### config.mk
export PLATFORM = sky130hd
export DESIGN_NAME = game2048_input_ctrl
export DESIGN_NICKNAME = d
export VERILOG_FILES = /design/src/rtl/game2048_pkg.sv /design/src/rtl/btn_debounce.sv /design/src/rtl/game2048_input_ctrl.sv
export SDC_FILE = /design/constraint.sdc
export NUM_CORES = 1
export LEC_CHECK = 0
export CORE_MARGIN = 5
export CORE_UTILIZATION = 45
export DETAILED_ROUTE_END_ITERATION = 6
export PLACE_DENSITY = 0.59
export SLEW_MARGIN = 20
export SYNTH_ARGS = -nofsm -noshare
export SYNTH_HDL_FRONTEND = slang
export SYNTH_SLANG_ARGS = --single-unit
### constraint.sdc
create_clock -name clk -period 5.45 [get_ports clk]
set_input_delay 0.545 -clock clk [delete_from_list [all_inputs] [get_ports clk]]
set_output_delay 0.545 -clock clk [all_outputs]
set_load 0.01 [all_outputs]
### src/rtl/game2048_pkg.sv
// Shared definitions for the 2048 game core, its input front end and benches.
package game2048_pkg;

  localparam logic [3:0] DIR_RIGHT  = 4'b1000;
  localparam logic [3:0] DIR_LEFT   = 4'b0100;
  localparam logic [3:0] DIR_BOTTOM = 4'b0010;
  localparam logic [3:0] DIR_TOP    = 4'b0001;

  typedef enum logic [1:0] {
    GS_PLAYING = 2'b00,
    GS_WON     = 2'b01,
    GS_LOST    = 2'b10
  } game_state_t;

  typedef enum logic [1:0] {
    ST_IDLE     = 2'b00,
    ST_FIRE     = 2'b01,
    ST_WAIT_REL = 2'b10,
    ST_GAP      = 2'b11
  } in_state_t;

  // Exactly one bit set; zero is not one-hot.
  function automatic logic is_onehot(input logic [3:0] v);
    return (v != 4'b0000) && ((v & (v - 4'b0001)) == 4'b0000);
  endfunction

endpackage

### src/rtl/btn_debounce.sv
// One push-button: 2-FF synchronizer, polarity normalization and a
// stability counter that only moves the debounced level after a full quiet run.
module btn_debounce #(
  parameter int DEBOUNCE_CYCLES = 500000,
  parameter bit ACTIVE_LOW      = 1'b1
) (
  input  logic clk,
  input  logic rst,
  input  logic btn_raw,
  output logic deb
);

  localparam int CW = $clog2(DEBOUNCE_CYCLES + 1);
  localparam logic [CW-1:0] CNT_LAST = CW'(DEBOUNCE_CYCLES - 1);

  logic          r_meta;
  logic          r_sync;
  logic          r_deb;
  logic [CW-1:0] r_cnt;
  logic          w_pressed;

  // Synchronizer flops rest at the released pin level so reset never looks like a press.
  assign w_pressed = r_sync ^ ACTIVE_LOW;

  always_ff @(posedge clk or negedge rst) begin
    if (!rst) begin
      r_meta <= ACTIVE_LOW;
      r_sync <= ACTIVE_LOW;
    end else begin
      r_meta <= btn_raw;
      r_sync <= r_meta;
    end
  end

  always_ff @(posedge clk or negedge rst) begin
    if (!rst) begin
      r_deb <= 1'b0;
      r_cnt <= {CW{1'b0}};
    end else if (w_pressed == r_deb) begin
      r_cnt <= {CW{1'b0}};
    end else if (r_cnt == CNT_LAST) begin
      r_deb <= w_pressed;
      r_cnt <= {CW{1'b0}};
    end else begin
      r_cnt <= r_cnt + CW'(1);
    end
  end

  assign deb = r_deb;

endmodule

### src/rtl/game2048_input_ctrl.sv
// Button front end for game2048: debounces four buttons and emits one
// single-cycle one-hot direction pulse per accepted press.
module game2048_input_ctrl
  import game2048_pkg::*;
#(
  parameter int DEBOUNCE_CYCLES = 500000,
  parameter int GAP_CYCLES      = 16,
  parameter bit BTN_ACTIVE_LOW  = 1'b1
) (
  input  logic       clk,
  input  logic       rst,
  input  logic [3:0] btn_raw,
  input  logic [1:0] game_state,
  output logic [3:0] direction,
  output logic       busy
);

  localparam int GW = (GAP_CYCLES > 1) ? $clog2(GAP_CYCLES) : 1;
  localparam logic [GW-1:0] GAP_LAST = (GAP_CYCLES > 0) ? GW'(GAP_CYCLES - 1) : {GW{1'b0}};

  logic [3:0]    w_deb;
  in_state_t     r_state;
  in_state_t     w_state_nxt;
  logic [3:0]    r_direction;
  logic [3:0]    w_dir_nxt;
  logic          r_busy;
  logic [GW-1:0] r_gap_cnt;

  genvar gi;
  for (gi = 0; gi < 4; gi++) begin : g_deb
    btn_debounce #(
      .DEBOUNCE_CYCLES(DEBOUNCE_CYCLES),
      .ACTIVE_LOW     (BTN_ACTIVE_LOW)
    ) u_deb (
      .clk    (clk),
      .rst    (rst),
      .btn_raw(btn_raw[gi]),
      .deb    (w_deb[gi])
    );
  end

  // Chords and presses outside play both park in WAIT_REL without a pulse.
  always_comb begin
    w_state_nxt = r_state;
    w_dir_nxt   = 4'b0000;
    case (r_state)
      ST_IDLE: begin
        if (w_deb == 4'b0000) begin
          w_state_nxt = ST_IDLE;
        end else if (is_onehot(w_deb) && (game_state == GS_PLAYING)) begin
          w_state_nxt = ST_FIRE;
          w_dir_nxt   = w_deb;
        end else begin
          w_state_nxt = ST_WAIT_REL;
        end
      end
      ST_FIRE: begin
        w_state_nxt = ST_WAIT_REL;
      end
      ST_WAIT_REL: begin
        if (w_deb != 4'b0000) begin
          w_state_nxt = ST_WAIT_REL;
        end else if (GAP_CYCLES == 0) begin
          w_state_nxt = ST_IDLE;
        end else begin
          w_state_nxt = ST_GAP;
        end
      end
      ST_GAP: begin
        if (r_gap_cnt == GAP_LAST) begin
          w_state_nxt = ST_IDLE;
        end else begin
          w_state_nxt = ST_GAP;
        end
      end
      default: begin
        w_state_nxt = ST_IDLE;
      end
    endcase
  end

  // busy is registered from the next state so it rises together with the pulse.
  always_ff @(posedge clk or negedge rst) begin
    if (!rst) begin
      r_state     <= ST_IDLE;
      r_direction <= 4'b0000;
      r_busy      <= 1'b0;
      r_gap_cnt   <= {GW{1'b0}};
    end else begin
      r_state     <= w_state_nxt;
      r_direction <= w_dir_nxt;
      r_busy      <= (w_state_nxt != ST_IDLE);
      if ((r_state == ST_GAP) && (w_state_nxt == ST_GAP)) begin
        r_gap_cnt <= r_gap_cnt + GW'(1);
      end else begin
        r_gap_cnt <= {GW{1'b0}};
      end
    end
  end

  assign direction = r_direction;
  assign busy      = r_busy;

endmodule

Figure 1. Clock routing (run 1).
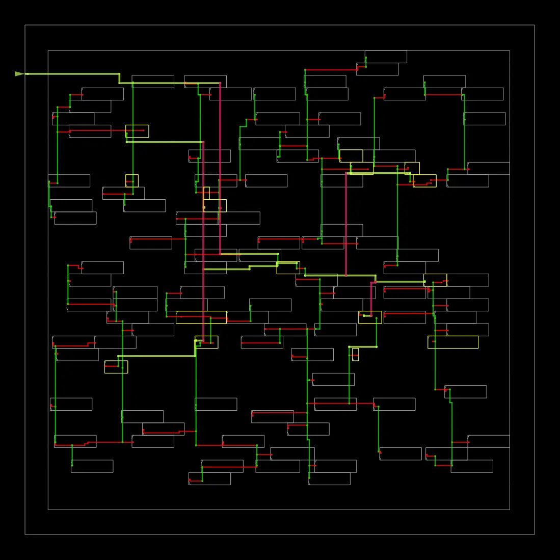
later-pin clock latency in the skew report: 0.37 ns
clk sinks: 99
Layout clock buffers: 12

Figure 2. Met4 routing (run 1).
Scale bar: 20 um.
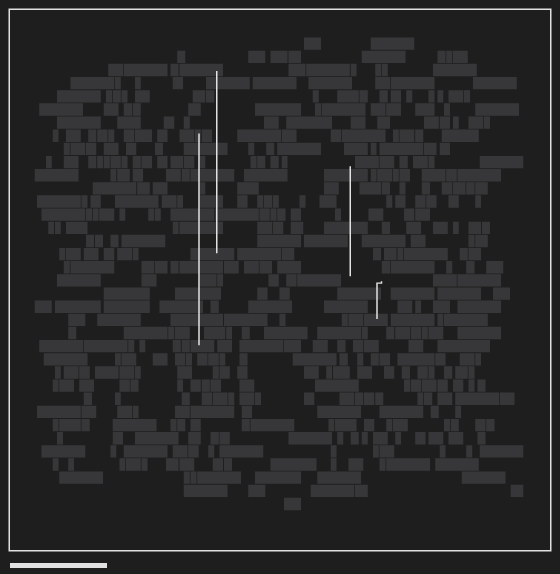
2 nets have wire on it. The layer holds 1.3% of the routed length. The layer carries 112 um of wire. The wires run mostly vertical.
routed wire length: 8315 um
routed via count: 3271

Figure 3. Metal 2 (run 1).
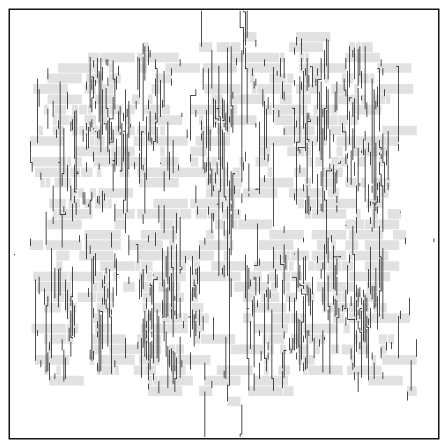
The longest straight run is 35.7 um. The layer holds 49% of the routed length. 393 nets have wire on it. The layer carries 4030 um of wire. The wires run mostly vertical.
met2 layer usage reported by global route: 23.74%

==> out/qor.yml, run 1 <==
outcome: "finished clean"
avgSynthCellArea_um2: 10.16
setup_viol_count_final: 0
clock_area_share_pct: 4.277
comb_cell_power_uw: 93.4
drt_first_iter_violations: 127
synth.cellmix.simpleShare_pct: 25.84
pin_count_of_the_biggest_net_entering_global_routing: 67
fin_area_mm2: 0.005177
worst_slew_pin_slew_ns: 0.7947
grt_pass1_vias: 3275
enable_flop_cells: 0
gr-usage-met1_pct: 18.83
comb_cells: 336
vdd.ir_drop.worst_mv: 0.1502
path_clk_slew_ns: 0.10
holdWs_ns: 0.1120
maxCapViolations: 0
dr.max_layer_used: "met4"
dieHeight_um: 111.7
seq_total_area_pct: 48.04
compound_area_share_pct: 4.948
top_consumer: "sequential cells"
timing.critical_path.depth: 5
ys_seq_share_pct: 53.46
route.detailed.vias_per_inst: 5.276
dp_hpwl_um: 5801
met3_length_um: 233
buffer_share_of_cell_area_pct: 2.852
grt_util_met3_pct: 3.696
synthToLayoutAreaGrowth_pct: 11.27
critical_register_to_register_path_startpoint: "g_deb[1].u_deb.r_cnt[0]"
tritoncts_clock_tree: "done"
fin_cells: 620
powerSeq_uw: 790
cts.htree.levels: 3
register_with_the_highest_flop_count: "g_deb.u_deb.r_cnt"
finalMaxSlewViolations: 0
synth.cell_area_mm2: 0.004653
most_numerous_cell_types_in_the_synthesized_netlist: "91 x sky130_fd_sc_hd__dfrtp_1, 70 x sky130_fd_sc_hd__nor2_1, 43 x sky130_fd_sc_hd__xnor2_1, 28 x sky130_fd_sc_hd__nand2_1, 26 x sky130_fd_sc_hd__nand3_1"
synth_area_leader_cell: "sky130_fd_sc_hd__dfrtp_1"
clock_buffers_created_by_tritoncts: 9
Figure 4. Cells by drive strength (run 1).
Scale bar: 20 um.
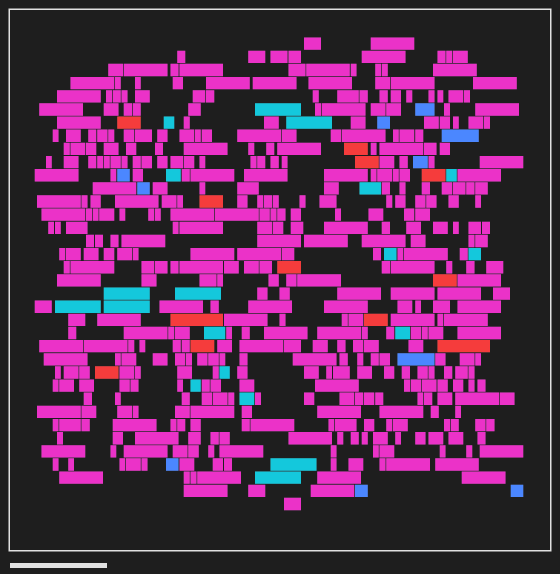

==> inputs of run 2 (changes only) <==
Clock period 5.45 ns to 2.03 ns, I/O delays scaled along.
Figure 5. Cells by drive strength (run 2).
Scale bar: 20 um.
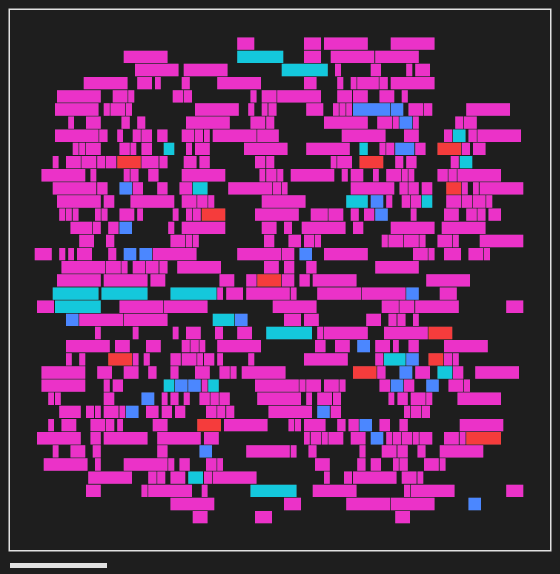
x3 and x4: drawn in blue, cells 28. x1 and smaller: drawn in magenta, cells 444. x2: drawn in cyan, cells 21. x6 and larger: drawn in red, cells 12.
Signal buffers: 37
fin area: 0.005289 mm^2
post-layout worst setup margin: 0.1484 ns
Syn-to-layout area delta: 13.66%

Figure 6. Clock routing (run 2).
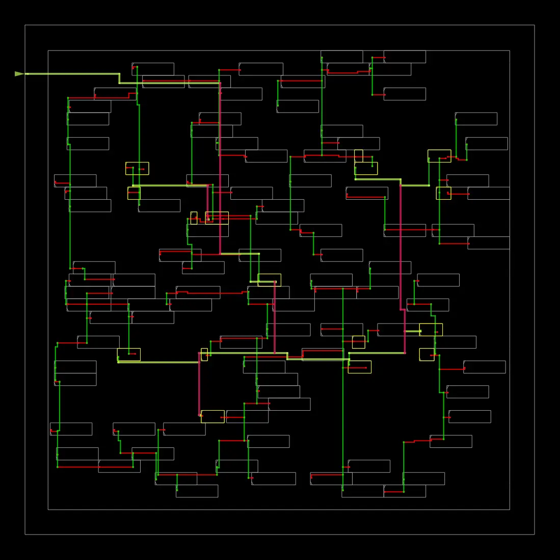
setup skew after layout: 0.01123 ns
clock-net power: 1.14 mW
Layout clock buffers: 11
layout sequential cell count: 99
clock buffers created by TritonCTS: 9

==> run 2 against run 1 <==
Power increased to 2.5 times the previous value. Design area rose by 2.2%. Non-clock buffer count grew 21. Highest routed layer unchanged. Sequential share of layout area shrank 1.0 points. Cell count increased by 3.4%. Wire length increased by 2.8%. Critical path type unchanged. Largest cell class unchanged. Clock power grew 120%.
==> out/qor.yml, run 2 <==
cts.htree.levels: 3  # unchanged
timing.critical_path.depth: 4  # -1
min_path_cells: 1
finalMaxSlewViolations: 0  # unchanged
totalWireLength_um: 8549  # +2.8%
avgSynthCellArea_um2: 10.16  # unchanged
ios: 13
powerSeq_mw: 2.12  # +170%
synth.cellmix.simpleShare_pct: 25.84  # unchanged
seq_total_area_pct: 47.03  # -1.0 points
tritoncts_clock_tree: "done"
synth.cell_area_mm2: 0.004653  # unchanged
pin_count_of_the_biggest_net_entering_global_routing: 46  # -31%
nets: 513
synthArstFlopShare_pct: 100.0
worst_slew_pin_slew_ns: 0.5518  # -0.2429 ns
dieHeight_um: 111.7  # unchanged
end_kind: "register"
fin_cells: 641  # +3.4%
outcome: "finished clean"
setup_viol_count_final: 0  # unchanged
path_clk_slew_ns: 0.10  # about the same
maxCapViolations: 0  # unchanged
buffer_share_of_cell_area_pct: 6.056  # +3.2 points
postSynth.topFlopCell: "sky130_fd_sc_hd__dfrtp_1"
critical_register_to_register_path_startpoint: "g_deb[3].u_deb.r_cnt[6]"
fmaxAchievable_mhz: 531.5
holdWs_ns: 0.2196  # +0.1076 ns
comb_cells: 336  # unchanged
dp_hpwl_um: 6120  # +5.5%
drt_first_iter_violations: 76  # -40%
compound_area_share_pct: 4.948  # unchanged
route.detailed.vias_per_inst: 5.251  # -0.47%
grt_pass1_vias: 3316  # +1.3%
grt_util_met3_pct: 4.293  # +0.60 points
gr-usage-met1_pct: 18.98  # +0.14 points
enable_flop_cells: 0  # unchanged
register_with_the_highest_flop_count: "g_deb.u_deb.r_cnt"
synth_area_leader_cell: "sky130_fd_sc_hd__dfrtp_1"
top_consumer: "sequential cells"
clock_area_share_pct: 3.194  # -1.1 points
comb_cell_power_uw: 264  # +180%
most_numerous_cell_types_in_the_synthesized_netlist: "91 x sky130_fd_sc_hd__dfrtp_1, 70 x sky130_fd_sc_hd__nor2_1, 43 x sky130_fd_sc_hd__xnor2_1, 28 x sky130_fd_sc_hd__nand2_1, 26 x sky130_fd_sc_hd__nand3_1"
Figure 7. Metal 2 (run 2).
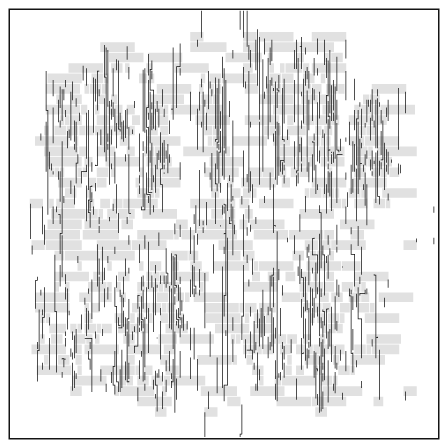

==> inputs of run 3 (changes only) <==
Clock period 2.03 ns to 2.2 ns, I/O delays scaled along.
Figure 8. Metal 2 (run 3).
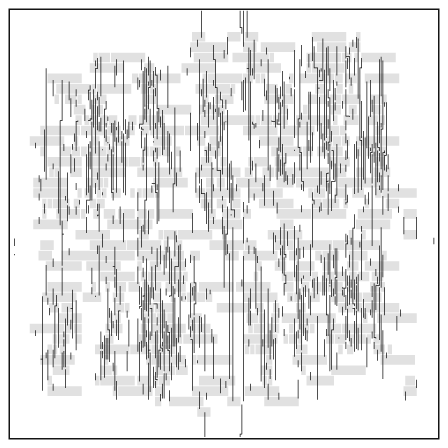
The layer carries 4210 um of wire. The longest straight run is 45.2 um. The wires run mostly vertical. 409 nets have wire on it.
met2 layer usage reported by global route: 24.18%
routed wire length: 8711 um
routed via count: 3385

Figure 9. Cells by drive strength (run 3).
Scale bar: 20 um.
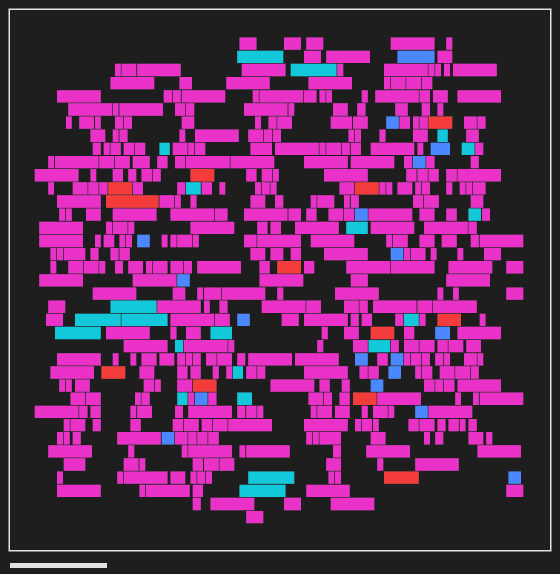
x3 and x4: drawn in blue, cells 18. x2: drawn in cyan, cells 21. x1 and smaller: drawn in magenta, cells 444. x6 and larger: drawn in red, cells 12.
post-layout worst setup margin: 0.2816 ns
fin area: 0.005241 mm^2

==> run 3 against run 2 <==
Fmax is 1.9% lower. Cell count is 1.6% lower. Worst hold slack better by 0.023 ns. First-iteration DRC count is 97% higher. Core utilization is 0.47 points lower. Sequential power is 8% lower. Critical path depth stayed put. Clock skew is 0.0010 ns higher. Highest routed layer unchanged.
==> out/qor.yml, run 3 <==
fin_cells: 631  # -1.6%
buffers_excl_clock: 27  # -27%
comb_cells: 336  # unchanged
fmaxAchievable_mhz: 521.3  # -1.9%
synthToLayoutAreaGrowth_pct: 12.64
outcome: "finished clean"
finalMaxSlewViolations: 0  # unchanged
postSynth.topFlopCell: "sky130_fd_sc_hd__dfrtp_1"
compound_area_share_pct: 4.948  # unchanged
powerSeq_mw: 1.96  # -8%
most_numerous_cell_types_in_the_synthesized_netlist: "91 x sky130_fd_sc_hd__dfrtp_1, 70 x sky130_fd_sc_hd__nor2_1, 43 x sky130_fd_sc_hd__xnor2_1, 28 x sky130_fd_sc_hd__nand2_1, 26 x sky130_fd_sc_hd__nand3_1"
clock_area_share_pct: 3.748  # +0.55 points
seq_total_area_pct: 47.46  # +0.43 points
setup_viol_count_final: 0  # unchanged
dieHeight_um: 111.7  # unchanged
grt_pass1_vias: 3276  # -1.2%
ios: 13  # unchanged
end_kind: "register"
holdWs_ns: 0.2421  # +0.02250 ns
enable_flop_cells: 0  # unchanged
drt_first_iter_violations: 150  # +97%
maxCapViolations: 0  # unchanged
avgSynthCellArea_um2: 10.16  # unchanged
synth_area_leader_cell: "sky130_fd_sc_hd__dfrtp_1"
route.detailed.vias_per_inst: 5.365  # +2.2%
grt_util_met3_pct: 4.076  # -0.22 points
fin_worst_skew_ns: 0.01227  # +0.001040 ns
cts.htree.levels: 3  # unchanged
flops: 99  # unchanged
synthArstFlopShare_pct: 100.0  # unchanged
clock_buffers_created_by_tritoncts: 9  # unchanged
timing.critical_path.depth: 4  # unchanged
pin_count_of_the_biggest_net_entering_global_routing: 54  # +17%
synth.cellmix.simpleShare_pct: 25.84  # unchanged
path_clk_slew_ns: 0.10  # about the same
Power and IR drop assume default switching activity.
